--- src/rtl/rx_3byte_assembler.sv ---
// rtl/rx_3byte_assembler.sv - packs three received UART bytes into a 24-bit word with valid/ready handoff
// Optional inter-byte timeout enabled by defining RX3_TIMEOUT_EN.
module rx_3byte_assembler #(
    parameter int TIMEOUT_CYCLES = 26040,
    parameter bit MSB_FIRST      = 1'b1
) (
    input  logic        clk,
    input  logic        reset,
    input  logic [7:0]  rx_byte,
    input  logic        rx_valid,
    output logic [23:0] word_out,
    output logic        word_valid,
    input  logic        word_ready,
    output logic [1:0]  byte_count,
    output logic        overrun,
    output logic        timeout_err
);

    typedef enum logic [1:0] {IDLE, COLLECT, HOLD} state_t;

    state_t     state, state_next;
    logic [7:0] slot0, slot1;
    logic       accept, complete, drop, expire, transfer;

    assign word_valid = (state == HOLD);
    assign transfer   = word_valid && word_ready;

    always_ff @(posedge clk) begin
        if (reset) state <= IDLE;
        else       state <= state_next;
    end

    always_comb begin
        state_next = state;
        accept     = 1'b0;
        complete   = 1'b0;
        drop       = 1'b0;
        case (state)
            IDLE: begin
                if (rx_valid) begin
                    accept     = 1'b1;
                    state_next = COLLECT;
                end
            end
            COLLECT: begin
                if (rx_valid) begin
                    accept = 1'b1;
                    if (byte_count == 2'd2) begin
                        complete   = 1'b1;
                        state_next = HOLD;
                    end
                end else if (expire) begin
                    state_next = IDLE;
                end
            end
            HOLD: begin
                // A byte arriving in the same cycle as the handoff starts the next word.
                if (transfer) begin
                    if (rx_valid) begin
                        accept     = 1'b1;
                        state_next = COLLECT;
                    end else begin
                        state_next = IDLE;
                    end
                end else if (rx_valid) begin
                    drop = 1'b1;
                end
            end
            default: state_next = IDLE;
        endcase
    end

    // Partial bytes live in slot0/slot1 so word_out keeps the previous word until a new one completes.
    always_ff @(posedge clk) begin
        if (reset) begin
            slot0      <= 8'h00;
            slot1      <= 8'h00;
            word_out   <= 24'h000000;
            byte_count <= 2'd0;
            overrun    <= 1'b0;
        end else begin
            overrun <= drop;
            if (complete) begin
                word_out   <= MSB_FIRST ? {slot0, slot1, rx_byte} : {rx_byte, slot1, slot0};
                byte_count <= 2'd0;
            end else if (accept) begin
                if (byte_count == 2'd0) slot0 <= rx_byte;
                else                    slot1 <= rx_byte;
                byte_count <= byte_count + 2'd1;
            end else if (expire) begin
                byte_count <= 2'd0;
            end
        end
    end

`ifdef RX3_TIMEOUT_EN
    localparam int CW = $clog2(TIMEOUT_CYCLES + 1);

    logic [CW-1:0] tcnt;

    // rx_valid in the expiry cycle wins over the timeout.
    assign expire = (state == COLLECT) && !rx_valid && (tcnt == CW'(TIMEOUT_CYCLES - 1));

    always_ff @(posedge clk) begin
        if (reset) begin
            tcnt        <= '0;
            timeout_err <= 1'b0;
        end else begin
            timeout_err <= expire;
            if (accept || expire || state != COLLECT) tcnt <= '0;
            else                                      tcnt <= tcnt + 1'b1;
        end
    end
`else
    assign expire      = 1'b0;
    assign timeout_err = 1'b0;
`endif

endmodule

--- config.mk ---
export PLATFORM = sky130hd
export DESIGN_NAME = rx_3byte_assembler
export DESIGN_NICKNAME = d
export VERILOG_FILES = /design/src/rtl/rx_3byte_assembler.sv
export SDC_FILE = /design/constraint.sdc
export NUM_CORES = 1
export LEC_CHECK = 0
export CAP_MARGIN = 40
export CELL_PAD_IN_SITES_DETAIL_PLACEMENT = 1
export CELL_PAD_IN_SITES_GLOBAL_PLACEMENT = 2
export CORE_MARGIN = 2
export CORE_UTILIZATION = 31
export DETAILED_ROUTE_END_ITERATION = 7
export GPL_ROUTABILITY_DRIVEN = 0
export PLACE_DENSITY_LB_ADDON = 0.1
export SYNTH_ARGS = -nofsm -noshare
export SYNTH_HDL_FRONTEND = slang
export SYNTH_SLANG_ARGS = --single-unit
--- constraint.sdc ---
create_clock -name clk -period 2.5 [get_ports clk]
set_input_delay 0.25 -clock clk [delete_from_list [all_inputs] [get_ports clk]]
set_output_delay 0.25 -clock clk [all_outputs]
set_load 0.05 [all_outputs]
==> summary.txt, run 1 <==
Implementation results.

The final report lists the setup-violating endpoint count as 0. The number of flip-flops under the largest register name is 24. The share of the synthesized netlist area taken by xor and xnor gates is 0.498%. The floorplan step set the die height to ~79 um. The TritonCTS clock tree is done. The launch point of the critical path was reported as state[1]$_SDFFE_PP0P_. The most area-hungry cell class in the final design is sequential cells. The cell total in the yosys stat output is 194. After detailed placement, the design holds a cell count of 295. The smallest clock period supported by the final layout is computed as 1.98 ns. The clock tree buffer depth is 2.

Sorting the synthesized cells by area gives the leading types as sky130_fd_sc_hd__dfxtp_1, sky130_fd_sc_hd__mux2i_1, sky130_fd_sc_hd__nand2_1, sky130_fd_sc_hd__nand2b_1, sky130_fd_sc_hd__a21oi_1. Per the CTS log, the root buffer master is sky130_fd_sc_hd__clkbuf_8. Per the placement log, port buffering inserted 39 buffers.

Summed over all cells, the static leakage comes to 0.809 nW. The largest register by flop count is word_out. The met3 track demand over resource in global routing is about 3.5%.

Non-clock buffering takes up 18.2% of total cell area after layout. The final antenna diode tally reported by the flow is 0. The type of the worst setup path is reg -> out. Summing every instance area after synthesis gives 1760 sq um. The fraction of the core area occupied by cells at floorplan is 31.9%. Global routing consumed, on the met2 layer, 23.0% of the routing resources. Post-synth the commonest register cell is sky130_fd_sc_hd__dfxtp_1.

The number of cells traversed by the worst hold path is 2. Summing the areas of all fa, ha and maj instances in the mapped netlist gives about 1.4% of the synthesized area. The layout inverter count without the clock tree is 2. The flop share of the area is 39.6%. The max-slew check reports its worst relative slack as 63.1%.

STA lists the endpoint of the worst register-to-register path as slot1[0]$_SDFFE_PP0P_. For the final database, setup skew stands at 0.00612 ns. STA classifies the critical path startpoint as a flop. The layer with the highest usage after global routing is met2. The area fraction in and, or, nand and nor cells after synthesis is 23.7%. The via count of the first global-routing pass came to 1,448. The total met2 wirelength after detailed routing is 1890 um. The cell-internal power is 1.01 mW. By count the netlist is led by sky130_fd_sc_hd__nand2_1, sky130_fd_sc_hd__dfxtp_1, sky130_fd_sc_hd__a21oi_1, sky130_fd_sc_hd__nand2b_1, sky130_fd_sc_hd__mux2i_1.

The depth of the worst register-to-register path is 5. Among the non-sequential cells, simple AND/OR/NAND/NOR gates take the most area. The capture point of the critical path was reported as word_valid. Summing all flip-flop and latch instances after layout gives between 900 and 1000 sq um. The flow ran to the end, and the final reports show no timing, DRC or antenna violations.

The uppermost layer routed is met4. The total wire length is between 4000 and 5000 um. The fraction of power consumed by the clock network is 32.2%. The first global-routing pass estimated 6910 um of wire. The met1 track demand over resource in global routing is 18.3%. The pin count of the biggest net entering global routing is about 54.

The worst-case vdd ir drop is 0.163 mV. The critical path in the final layout is reported with a setup slack of ~0.52 ns. The post-synth register bit count is 45.

The post-place setup slack is ~0.43 ns. The number of detailed-routing iterations run before antenna repair is 6.
-- run 1: power by group through the flow --
| stage | Sequential (mW) | Combinational, mW | Clock, mW |
|---|---|---|---|
| after floorplan | 0.793 | 0.0916 | 0 |
| final | 0.761 | 0.155 | 0.436 |
| after global routing | 0.765 | 0.170 | 0.494 |
| after global placement | 0.777 | 0.153 | 0 |
| after CTS | 0.762 | 0.158 | 0.458 |
| after detailed placement | 0.778 | 0.157 | 0 |
-- run 1: cell usage in the layout, fill, tap and decap left out, types with 2 or more instances in the layout --
cell type,synthesis,final
sky130_fd_sc_hd__ha_1,2,2
sky130_fd_sc_hd__clkdlybuf4s50_1,0,39
sky130_fd_sc_hd__nor3_1,3,3
sky130_fd_sc_hd__a21oi_1,26,26
sky130_fd_sc_hd__mux2i_1,18,18
sky130_fd_sc_hd__nand2_1,48,48
sky130_fd_sc_hd__inv_1,2,2
sky130_fd_sc_hd__clkinv_2,0,2
sky130_fd_sc_hd__dfxtp_1,45,45
sky130_fd_sc_hd__nand2b_1,26,26
sky130_fd_sc_hd__buf_4,3,3
sky130_fd_sc_hd__clkbuf_8,0,5
-- run 1: through the flow --
| step | area, sq um | util (%) | total power [mW] |
|---|---|---|---|
| after floorplan | 1760 | - | 0.884 |
| after global placement | 2190 | 39.8 | 0.930 |
| after detailed placement | 2190 | 39.8 | 0.935 |
| after CTS | 2270 | 41.3 | 1.38 |
| after global routing | 2270 | 41.3 | 1.43 |
| final | 2270 | 41.3 | 1.35 |
-- run 1: worst max-delay path, cell delays in order (launching register included) --
cell	delay, ns
sky130_fd_sc_hd__dfxtp_1	0.42
sky130_fd_sc_hd__nor2b_1	0.19
sky130_fd_sc_hd__clkdlybuf4s50_1	0.82
Fig. 1: run 1, placement by cell class
Drawn at 4 px/um.
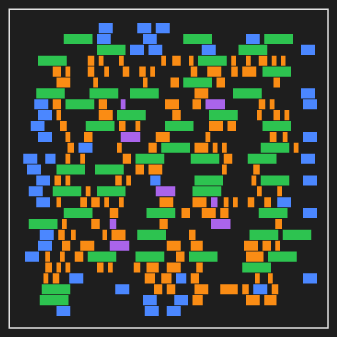
legend:
  green:
    class: sequential cells
    cells: 45
  orange:
    class: combinational and other logic
    cells: 136
  purple:
    class: clock drivers and dummy loads
    cells: 8
  blue:
    class: remaining buffers and delay cells
    cells: 42

Fig. 2: run 1, cell placement
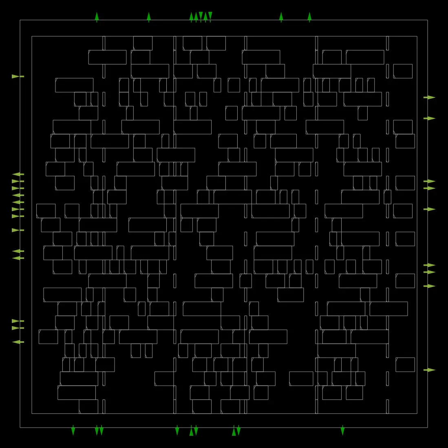
Row Count: 27
core area: 5510 sq um
Seq cells: 45
well tap count: 72
number of inserted filler cells in the final layout: 635

Fig. 3: run 1, met1 routing
Drawn at 6 px/um. Supply wires on this layer in grey.
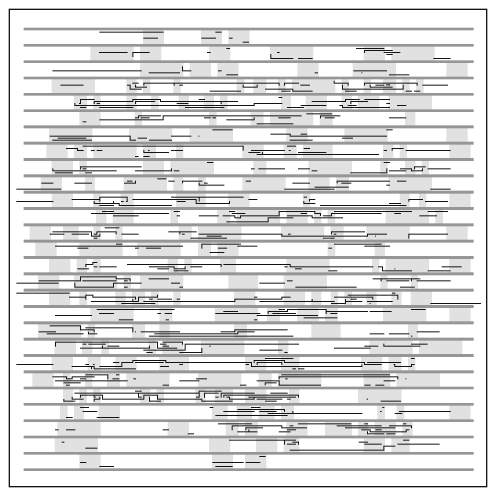
main direction: horizontal
share of all routed wire: 49%
wire length on this layer: 2,030 um
longest straight run: 29.9 um
nets with wire on the layer: 214

Fig. 4: run 1, cell area per tile
Drawn at 4 px/um. 8 x 8 tiles, from dark blue (low) to red (high), 0 to 100% covered.
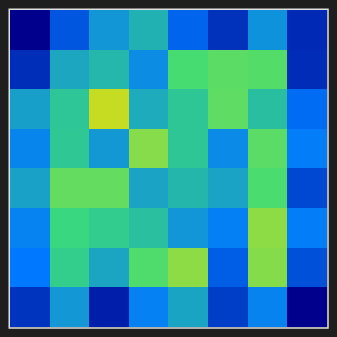
nearly empty tiles: 3.1%
fullest tile: 68%
mean over tiles: 35%

Fig. 5: run 1, nets reached from selected ports
Drawn at 3 px/um.
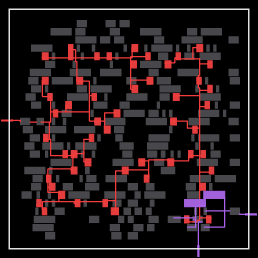

==> run 1 -> run 2 <==
Settings changed: CORE_UTILIZATION 31 to 29.
Clock period 2.5 ns to 1.97 ns, I/O delays scaled along.
Fig. 6: run 2, nets reached from selected ports
Drawn at 3 px/um.
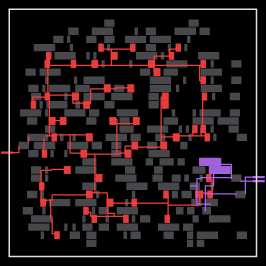
legend:
  red:
    port: reset
    direction: input
    edge: left
    end_cells: 53
    buffers: 2
    wire: 449 um
  purple:
    port: byte_count
    direction: output
    edge: right
    end_cells: 2
    buffers: 2
    wire: 80.8 um

Fig. 7: run 2, cell area per tile
Drawn at 4 px/um. 8 x 8 tiles, from dark blue (low) to red (high), 0 to 100% covered.
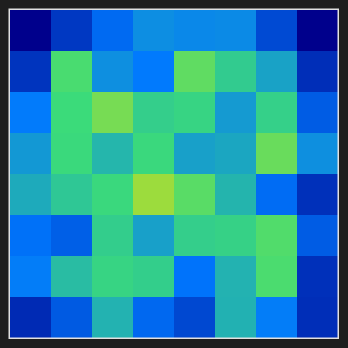
mean over tiles: 33%
nearly empty tiles: 3.1%
fullest tile: 62%
densest ninth of the die: middle

==> run 2 against run 1 <==
- sequential cell count did not move
- sequential share of layout area fell by 1.0 points
- sequential power rose by 27%
- worst setup slack got worse by 0.26 ns
- count of clock-buffer cells in the layout rose by 1
- hold slack got worse by 0.00071 ns
- final area rose by 2.6%
- die size rose by 6.5%
- area after synthesis did not move
- critical endpoint is now byte_count[1]
==> summary.txt, run 2 <==
Implementation results.

The prevailing logic family in the synthesized netlist is simple AND/OR/NAND/NOR gates. The number of detailed-routing iterations run before antenna repair is 4 (-2). The total of flip-flops plus latches after synthesis came to 45 (unchanged).

The via count of the first global-routing pass was 1,439 (-0.62%). The TritonCTS clock tree is done. The final design utilization is 39.6% (-1.6 points). The worst-case vdd ir drop was 0.296 mV (+81%). The layer with the highest usage after global routing is met2. The number of flip-flops under the largest register name is 24 (unchanged). The fraction of the core area occupied by cells at floorplan is 29.9% (-2.1 points).

Counting flops per register, the top entry is word_out. The final worst setup slack is 0.262 ns (-0.261 ns). The post-synthesis adder-cell area fraction is 1.42% (unchanged). The met1 track demand over resource in global routing is 17.2% (-1.2 points).

The headroom to the max-slew limit was 65.7% (+2.7 points). The core area is 5890 sq um (+6.9%). The total power came to 1.79 mW (+32%). The post-placement cell count is 300 (+1.7%). The static power due to leakage is 0.837 nW (+3.5%).

The gate family responsible for the most delay along the worst path is buffers and inverters. The cell sequence reported for the critical path is clkdlybuf4s50_1. The number of buffers added on ports is 39 (unchanged). Per the cell usage report, the commonest logic cells after layout are sky130_fd_sc_hd__nand2_1, sky130_fd_sc_hd__dfxtp_1, sky130_fd_sc_hd__clkdlybuf4s50_1. The master of the slowest instance on the critical path is sky130_fd_sc_hd__clkdlybuf4s50_1. The met3 track demand over resource in global routing came to 3.41% (-0.12 points).

The flow ran to the end, and the final reports show no timing, DRC or antenna violations. The number of cells traversed by the worst hold path is 2 (unchanged). The count of final setup violators was 0 (unchanged). For reference, the most critical setup path is categorized as reg -> out. The number of antenna repair diodes was 0 (unchanged). The number of cell rows came to 28 (+3.7%). The commonest cells after synthesis are sky130_fd_sc_hd__nand2_1, sky130_fd_sc_hd__dfxtp_1, sky130_fd_sc_hd__a21oi_1, sky130_fd_sc_hd__nand2b_1, sky130_fd_sc_hd__mux2i_1. The final-layout fill cell count is 709 (+12%).

For reference, the top cells by area after synthesis are sky130_fd_sc_hd__dfxtp_1, sky130_fd_sc_hd__mux2i_1, sky130_fd_sc_hd__nand2_1, sky130_fd_sc_hd__nand2b_1, sky130_fd_sc_hd__a21oi_1. The clock period minus worst slack is about 1.7 ns. For reference, the critical path is launched at byte_count[1]$_SDFFE_PP0P_. The worst path buffer plus inverter count came to 1 (unchanged).

The pin count of the biggest net entering global routing is 54 (unchanged). The clock tree buffer depth is 2 (unchanged). STA classifies the critical path startpoint as a flop.

The total wire length is 4050 um (-2.6%). The depth of the worst register-to-register path is 6 (+1). The post-place setup slack is 0.211 ns (-0.224 ns).
[run 2: final cells by class]
cell class,instances,area (sq um),area share (%)
flip-flops and latches,45,901,38.6
inverters,2,7.51,0.322
clock inverters,1,5.00,0.215
multi-input cells,134,778,33.4
clock buffers,7,96.3,4.13
well taps,75,93.8,4.02
repair buffers,44,450,19.3
[run 2: how the worst max path moves through the flow]
stage,end,slack (ns),cells past startpoint
final,byte_count[1],0.26,1
after global placement,slot1[4]$_SDFFE_PP0P_,0.25,6
after global routing,byte_count[0],0.20,1
after floorplan,slot1[0]$_SDFFE_PP0P_,0.20,6
after CTS,byte_count[1],0.24,1
after detailed placement,slot1[4]$_SDFFE_PP0P_,0.21,6
[run 2: logic make-up (layout without fill, tap and decap cells)]
| group | count (synthesis) | in the layout |
|---|---|---|
| XOR/XNOR | 1 | 1 |
| AND-OR/OR-AND | 28 | 28 |
| adder cells (fa/ha/maj) | 2 | 2 |
| AND/OR/NAND/NOR | 84 | 84 |
| buffers and inverters | 15 | 54 |
| multiplexers | 18 | 18 |
| other | 1 | 1 |
| flip-flops | 45 | 45 |
[run 2: layer usage]
layer,up-vias,wire length (um)
met5,-,0
met4,0,43
met3,5,151
met2,28,1930
met1,652,1920
li1,706,-
[run 2: power by group]
| part | switching [mW] | internal, mW | total, mW |
|---|---|---|---|
| Sequential | 0.0234 | 0.944 | 0.967 |
| Clock | 0.302 | 0.317 | 0.620 |
| Combinational | 0.108 | 0.0931 | 0.201 |
| Total | 0.434 | 1.35 | 1.79 |
[run 2: through the flow]
step / instance area [sq um] / hold slack (ns)
finish: 2330 / 0.458
global route: 2330 / 0.477
CTS: 2330 / 0.461
detailed placement: 2230 / 0.448
global placement: 2230 / 0.444
floorplan: 1760 / 0.333
Power figures rest on the tool's default switching activity, not on a simulated workload.
